$ cat config.mk
export PLATFORM = sky130hd
export DESIGN_NAME = nec_ir_transmitter
export DESIGN_NICKNAME = d
export VERILOG_FILES = /design/src/rtl/nec_pkg.sv /design/src/rtl/ir_carrier_gen.sv /design/src/rtl/nec_ir_transmitter.sv
export SDC_FILE = /design/constraint.sdc
export NUM_CORES = 1
export LEC_CHECK = 0
export CORE_ASPECT_RATIO = 1.4
export CORE_MARGIN = 5
export CORE_UTILIZATION = 40
export CTS_BUF_LIST = sky130_fd_sc_hd__clkbuf_16
export DETAILED_ROUTE_END_ITERATION = 10
export PLACE_DENSITY = 0.54
export SLEW_MARGIN = 5
export SYNTH_ARGS = -nofsm -noshare
export SYNTH_HDL_FRONTEND = slang
export SYNTH_HIERARCHICAL = 1
export SYNTH_SLANG_ARGS = --single-unit
$ cat constraint.sdc
create_clock -name CLOCK_50 -period 4.9 [get_ports CLOCK_50]
set_input_delay 1.47 -clock CLOCK_50 [delete_from_list [all_inputs] [get_ports CLOCK_50]]
set_output_delay 1.47 -clock CLOCK_50 [all_outputs]
set_load 0.1 [all_outputs]
$ cat src/rtl/nec_pkg.sv
// Shared NEC IR definitions: FSM states, segment tick counts and frame packing.
package nec_pkg;

  typedef enum logic [2:0] {
    ST_IDLE       = 3'd0,
    ST_LEAD_MARK  = 3'd1,
    ST_LEAD_SPACE = 3'd2,
    ST_BIT_MARK   = 3'd3,
    ST_BIT_SPACE  = 3'd4,
    ST_RPT_SPACE  = 3'd5,
    ST_STOP_MARK  = 3'd6
  } nec_state_t;

  localparam int unsigned LEAD_MARK_TICKS  = 16;
  localparam int unsigned LEAD_SPACE_TICKS = 8;
  localparam int unsigned RPT_SPACE_TICKS  = 4;
  localparam int unsigned BIT_MARK_TICKS   = 1;
  localparam int unsigned ZERO_SPACE_TICKS = 1;
  localparam int unsigned ONE_SPACE_TICKS  = 3;
  localparam int unsigned STOP_TICKS       = 1;

  localparam int unsigned FRAME_BITS = 32;

  // Over-the-air word, transmitted LSB first: address, ~address, command, ~command.
  function automatic logic [31:0] nec_frame_word(input logic [7:0] addr, input logic [7:0] cmd);
    return {~cmd, cmd, ~addr, addr};
  endfunction

  // States during which the emitter is driven (carrier or constant high).
  function automatic logic nec_is_mark(input nec_state_t s);
    return (s == ST_LEAD_MARK) || (s == ST_BIT_MARK) || (s == ST_STOP_MARK);
  endfunction

endpackage

$ cat src/rtl/ir_carrier_gen.sv
// Square-wave carrier whose phase restarts high at the first cycle of every mark.
module ir_carrier_gen #(
  parameter int unsigned HALF_PERIOD = 657
) (
  input  logic clk_i,
  input  logic rst_ni,
  input  logic enable_i,
  input  logic restart_i,
  output logic carrier_o
);

  localparam int unsigned HP   = (HALF_PERIOD == 0) ? 1 : HALF_PERIOD;
  localparam int unsigned PH_W = (HP > 1) ? $clog2(HP) : 1;

  logic [PH_W-1:0] phase_q;
  logic            carrier_q;

  // enable_i/restart_i describe the coming cycle, so carrier_q lines up with the mark it gates.
  always_ff @(posedge clk_i or negedge rst_ni) begin
    if (!rst_ni) begin
      phase_q   <= '0;
      carrier_q <= 1'b0;
    end else if (restart_i) begin
      phase_q   <= '0;
      carrier_q <= 1'b1;
    end else if (enable_i) begin
      if (phase_q == PH_W'(HP - 1)) begin
        phase_q   <= '0;
        carrier_q <= ~carrier_q;
      end else begin
        phase_q <= phase_q + PH_W'(1);
      end
    end else begin
      phase_q   <= '0;
      carrier_q <= 1'b0;
    end
  end

  assign carrier_o = carrier_q;

endmodule

$ cat src/rtl/nec_ir_transmitter.sv
// NEC IR encoder: serialises address/command frames or repeat codes onto an IR LED drive.
module nec_ir_transmitter
  import nec_pkg::*;
#(
  parameter int unsigned CLK_FREQ   = 50_000_000,
  parameter int unsigned CARRIER_HZ = 38_000,
  parameter int unsigned MODULATE   = 1
) (
  input  logic       CLOCK_50,
  input  logic       reset_n,
  input  logic       start,
  input  logic       repeat_req,
  input  logic [7:0] addr,
  input  logic [7:0] cmd,
  output logic       busy,
  output logic       done,
  output logic       ir_out
);

  localparam int unsigned TICK_RAW    = 32'((64'(CLK_FREQ) * 64'd9) / 64'd16000);
  localparam int unsigned TICK_CYCLES = (TICK_RAW == 0) ? 1 : TICK_RAW;
  localparam int unsigned HALF_PERIOD = CLK_FREQ / (2 * CARRIER_HZ);
  localparam int unsigned CNT_W       = 32;
  localparam int unsigned IDX_W       = 5;

  // Cycle count for a segment, minus one, so the counter ends at zero on its last cycle.
  function automatic logic [CNT_W-1:0] seg_load(input int unsigned ticks);
    return CNT_W'(ticks * TICK_CYCLES - 1);
  endfunction

  nec_state_t       state_q, state_d;
  logic [CNT_W-1:0] cnt_q, cnt_d;
  logic [IDX_W-1:0] bit_idx_q, bit_idx_d;
  logic [31:0]      frame_q, frame_d;
  logic             rpt_q, rpt_d;
  logic             busy_q, busy_d;
  logic             done_q, done_d;
  logic             mark_q, mark_d;
  logic             seg_end_c;
  logic             restart_c;
  logic             carrier;

  assign seg_end_c = (cnt_q == '0);

  // Next-state: accept requests in IDLE, count down each segment, advance on its last cycle.
  always_comb begin
    state_d   = state_q;
    cnt_d     = cnt_q;
    bit_idx_d = bit_idx_q;
    frame_d   = frame_q;
    rpt_d     = rpt_q;
    done_d    = 1'b0;

    if (state_q == ST_IDLE) begin
      if (start) begin
        state_d   = ST_LEAD_MARK;
        cnt_d     = seg_load(LEAD_MARK_TICKS);
        frame_d   = nec_frame_word(addr, cmd);
        rpt_d     = 1'b0;
        bit_idx_d = '0;
      end else if (repeat_req) begin
        state_d   = ST_LEAD_MARK;
        cnt_d     = seg_load(LEAD_MARK_TICKS);
        rpt_d     = 1'b1;
        bit_idx_d = '0;
      end
    end else if (!seg_end_c) begin
      cnt_d = cnt_q - CNT_W'(1);
    end else begin
      case (state_q)
        ST_LEAD_MARK: begin
          state_d = rpt_q ? ST_RPT_SPACE : ST_LEAD_SPACE;
          cnt_d   = rpt_q ? seg_load(RPT_SPACE_TICKS) : seg_load(LEAD_SPACE_TICKS);
        end
        ST_LEAD_SPACE: begin
          state_d = ST_BIT_MARK;
          cnt_d   = seg_load(BIT_MARK_TICKS);
        end
        ST_BIT_MARK: begin
          state_d = ST_BIT_SPACE;
          cnt_d   = frame_q[bit_idx_q] ? seg_load(ONE_SPACE_TICKS) : seg_load(ZERO_SPACE_TICKS);
        end
        ST_BIT_SPACE: begin
          if (bit_idx_q < IDX_W'(FRAME_BITS - 1)) begin
            state_d   = ST_BIT_MARK;
            cnt_d     = seg_load(BIT_MARK_TICKS);
            bit_idx_d = bit_idx_q + IDX_W'(1);
          end else begin
            state_d = ST_STOP_MARK;
            cnt_d   = seg_load(STOP_TICKS);
          end
        end
        ST_RPT_SPACE: begin
          state_d = ST_STOP_MARK;
          cnt_d   = seg_load(STOP_TICKS);
        end
        ST_STOP_MARK: begin
          state_d = ST_IDLE;
          cnt_d   = '0;
          done_d  = 1'b1;
        end
        default: begin
          state_d = ST_IDLE;
          cnt_d   = '0;
        end
      endcase
    end

    busy_d = (state_d != ST_IDLE);
    mark_d = nec_is_mark(state_d);
  end

  // A mark always follows a space or IDLE, so a rising mark_d marks a fresh mark.
  assign restart_c = mark_d & ~mark_q;

  // State, counters and registered outputs.
  always_ff @(posedge CLOCK_50 or negedge reset_n) begin
    if (!reset_n) begin
      state_q   <= ST_IDLE;
      cnt_q     <= '0;
      bit_idx_q <= '0;
      frame_q   <= '0;
      rpt_q     <= 1'b0;
      busy_q    <= 1'b0;
      done_q    <= 1'b0;
      mark_q    <= 1'b0;
    end else begin
      state_q   <= state_d;
      cnt_q     <= cnt_d;
      bit_idx_q <= bit_idx_d;
      frame_q   <= frame_d;
      rpt_q     <= rpt_d;
      busy_q    <= busy_d;
      done_q    <= done_d;
      mark_q    <= mark_d;
    end
  end

  ir_carrier_gen #(
    .HALF_PERIOD(HALF_PERIOD)
  ) u_carrier (
    .clk_i    (CLOCK_50),
    .rst_ni   (reset_n),
    .enable_i (mark_d),
    .restart_i(restart_c),
    .carrier_o(carrier)
  );

  assign busy   = busy_q;
  assign done   = done_q;
  assign ir_out = (MODULATE != 0) ? carrier : mark_q;

endmodule
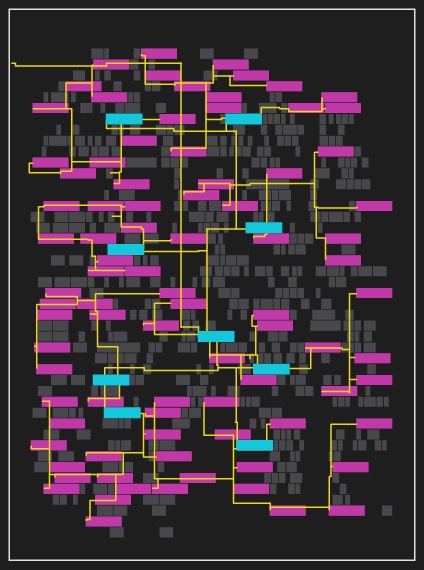
(clock wires, drivers and flops)
Drawn at 4 px/um.
- clock wires: yellow (length 1220 um)
- flip-flops: magenta (count 87)
- clock drivers: cyan (count 9)
- routed clock nets: 10
- flops lie: all over the die

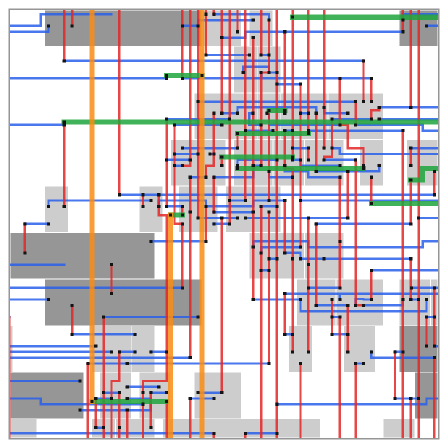
(close-up of the layout)
Window x 38 to 63, y 56 to 81 um. Cells in grey, sequential cells in the stronger grey; small squares are vias.
- metal 4: orange
- metal 2: red
- metal 3: green
- metal 1: blue
- most frequent: nor2_1 (6)
- sequential cells in the window: 3
- cells with their middle in the window: 33

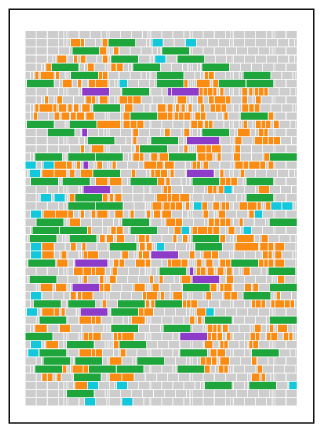
(cell classes on the final placement)
Drawn at 3 px/um. Fill, decap, tap and diode cells in grey.
- combinational and other logic: orange (cells 395; share of their area 46%)
- flops: green (cells 87; share of their area 42%)
- other buffers and delay cells: cyan (cells 30; share of their area 5.4%)
- clock drivers and dummy loads: purple (cells 15; share of their area 5.9%)

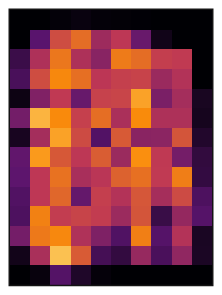
(placement density heat map)
Drawn at 2 px/um. The die is cut into 10 by 14 equal tiles; black is low, pale yellow is high, 0 to 100% covered.
- emptiest ninth of the die: upper right
- nearly empty tiles: 15%
- tiles over 75% full: 4.3%

==> flow_summary.json <==
{
  "status": "complete, no violations",
  "use_met1_pct": 21.7,
  "dpl-instance-area_sq_mm": 0.00501,
  "hold_path.class": "reg -> reg",
  "combPwrFrac_pct": 19.8,
  "ios": 23,
  "grt_use_met2_pct": 28.5,
  "clk_share_pct": 5.70,
  "leakage_nw": 2.08,
  "synth_cell_types": 54,
  "grt_pass1_vias": 3681,
  "ys_top_cells_by_count": "87 x dfrtp_1, 55 x nor2_1, 52 x a21oi_1, 52 x o21ai_0, 44 x nand2_1",
  "comb_share_pct": 43.6,
  "place_congestion": 0.853,
  "fp_nets": 529,
  "num-clock-buffers": 9,
  "sw_frac_of_total_pct": 28.9,
  "signal_buffers": 30,
  "synthCells": 505,
  "ff_type": "dfrtp_1",
  "layout-drive-gt1-share_pct": 10.8,
  "root_buffer": "clkbuf_16",
  "fin_skew_ps": 8.35,
  "hold_buffers": 0,
  "placed_cells": 656,
  "antenna_found_initial": 0,
  "cell_internal_pwr_mw": 1.51,
  "lay_top_count": "dfrtp_1",
  "grt_pass1_wl_um": 18500,
  "post-place-ws_ps": 844,
  "ys_chip_area_sq_mm": 0.00464,
  "lay_top_cells": "87 x dfrtp_1, 55 x nor2_1, 52 x o21ai_0, 52 x a21oi_1, 44 x nand2_1",
  "top_logic_kind": "simple AND/OR/NAND/NOR gates",
  "maxSlewViolCount": 0,
  "chip_area_sq_mm": 0.0139,
  "firstDrtPassIters": 4,
  "clk_path_buf_depth": 2,
  "dieHeight_um": 137,
  "dr.max_layer_used": "met4",
  "cp.buffers_inverters": 3,
  "finalHoldViolations": 0,
  "synth_top_area_share_pct": 47.0,
  "ctsResizeCount": 0,
  "synth_area_per_cell_sq_um": 9.18,
  "fmax_mhz": 250,
  "cp_slowest_cell": "or4_1",
  "reg2reg_from": "cnt_q[0]",
  "yosys_cells": 505,
  "synth_top_cell_by_area": "dfrtp_1",
  "yosysWarningCount": 6,
  "tns_ps": 0,
  "n_all_inverters": 15,
  "grt_max_degree": 76,
  "cts_sinks": 87,
  "edf_count": 0,
  "syn2layout_area_growth_pct": 14.6,
  "postLayoutCoreUtil_pct": 46.9,
  "flops": 87,
  "antenna_cells": 0,
  "drtIter0Drc": 163,
  "holdCritStartpoint": "cnt_q[23]",
  "p_clk_share_pct": 33.7,
  "ys_seq_share_pct": 47.0,
  "critPathTopFamily": "simple AND/OR/NAND/NOR gates",
  "dominant_cells": "logic gates",
  "cp_cell_sequence": "inv_1, ha_1, or4b_1, or4_1, nor3_4, buf_4, mux2_2, inv_1, nand2_1, o21ai_0, or2b_1, or4_1, nand3_1",
  "switchingPower_uw": 612,
  "final_antenna_net_count": 0,
  "crit_fanout": 16,
  "fin_area_sq_mm": 0.00531,
  "cts-buffers-inserted": 9,
  "startpoint_type": "flop",
  "adder_share_pct": 1.08,
  "cts_tree": "built",
  "cts_setup_buffers": 0
}
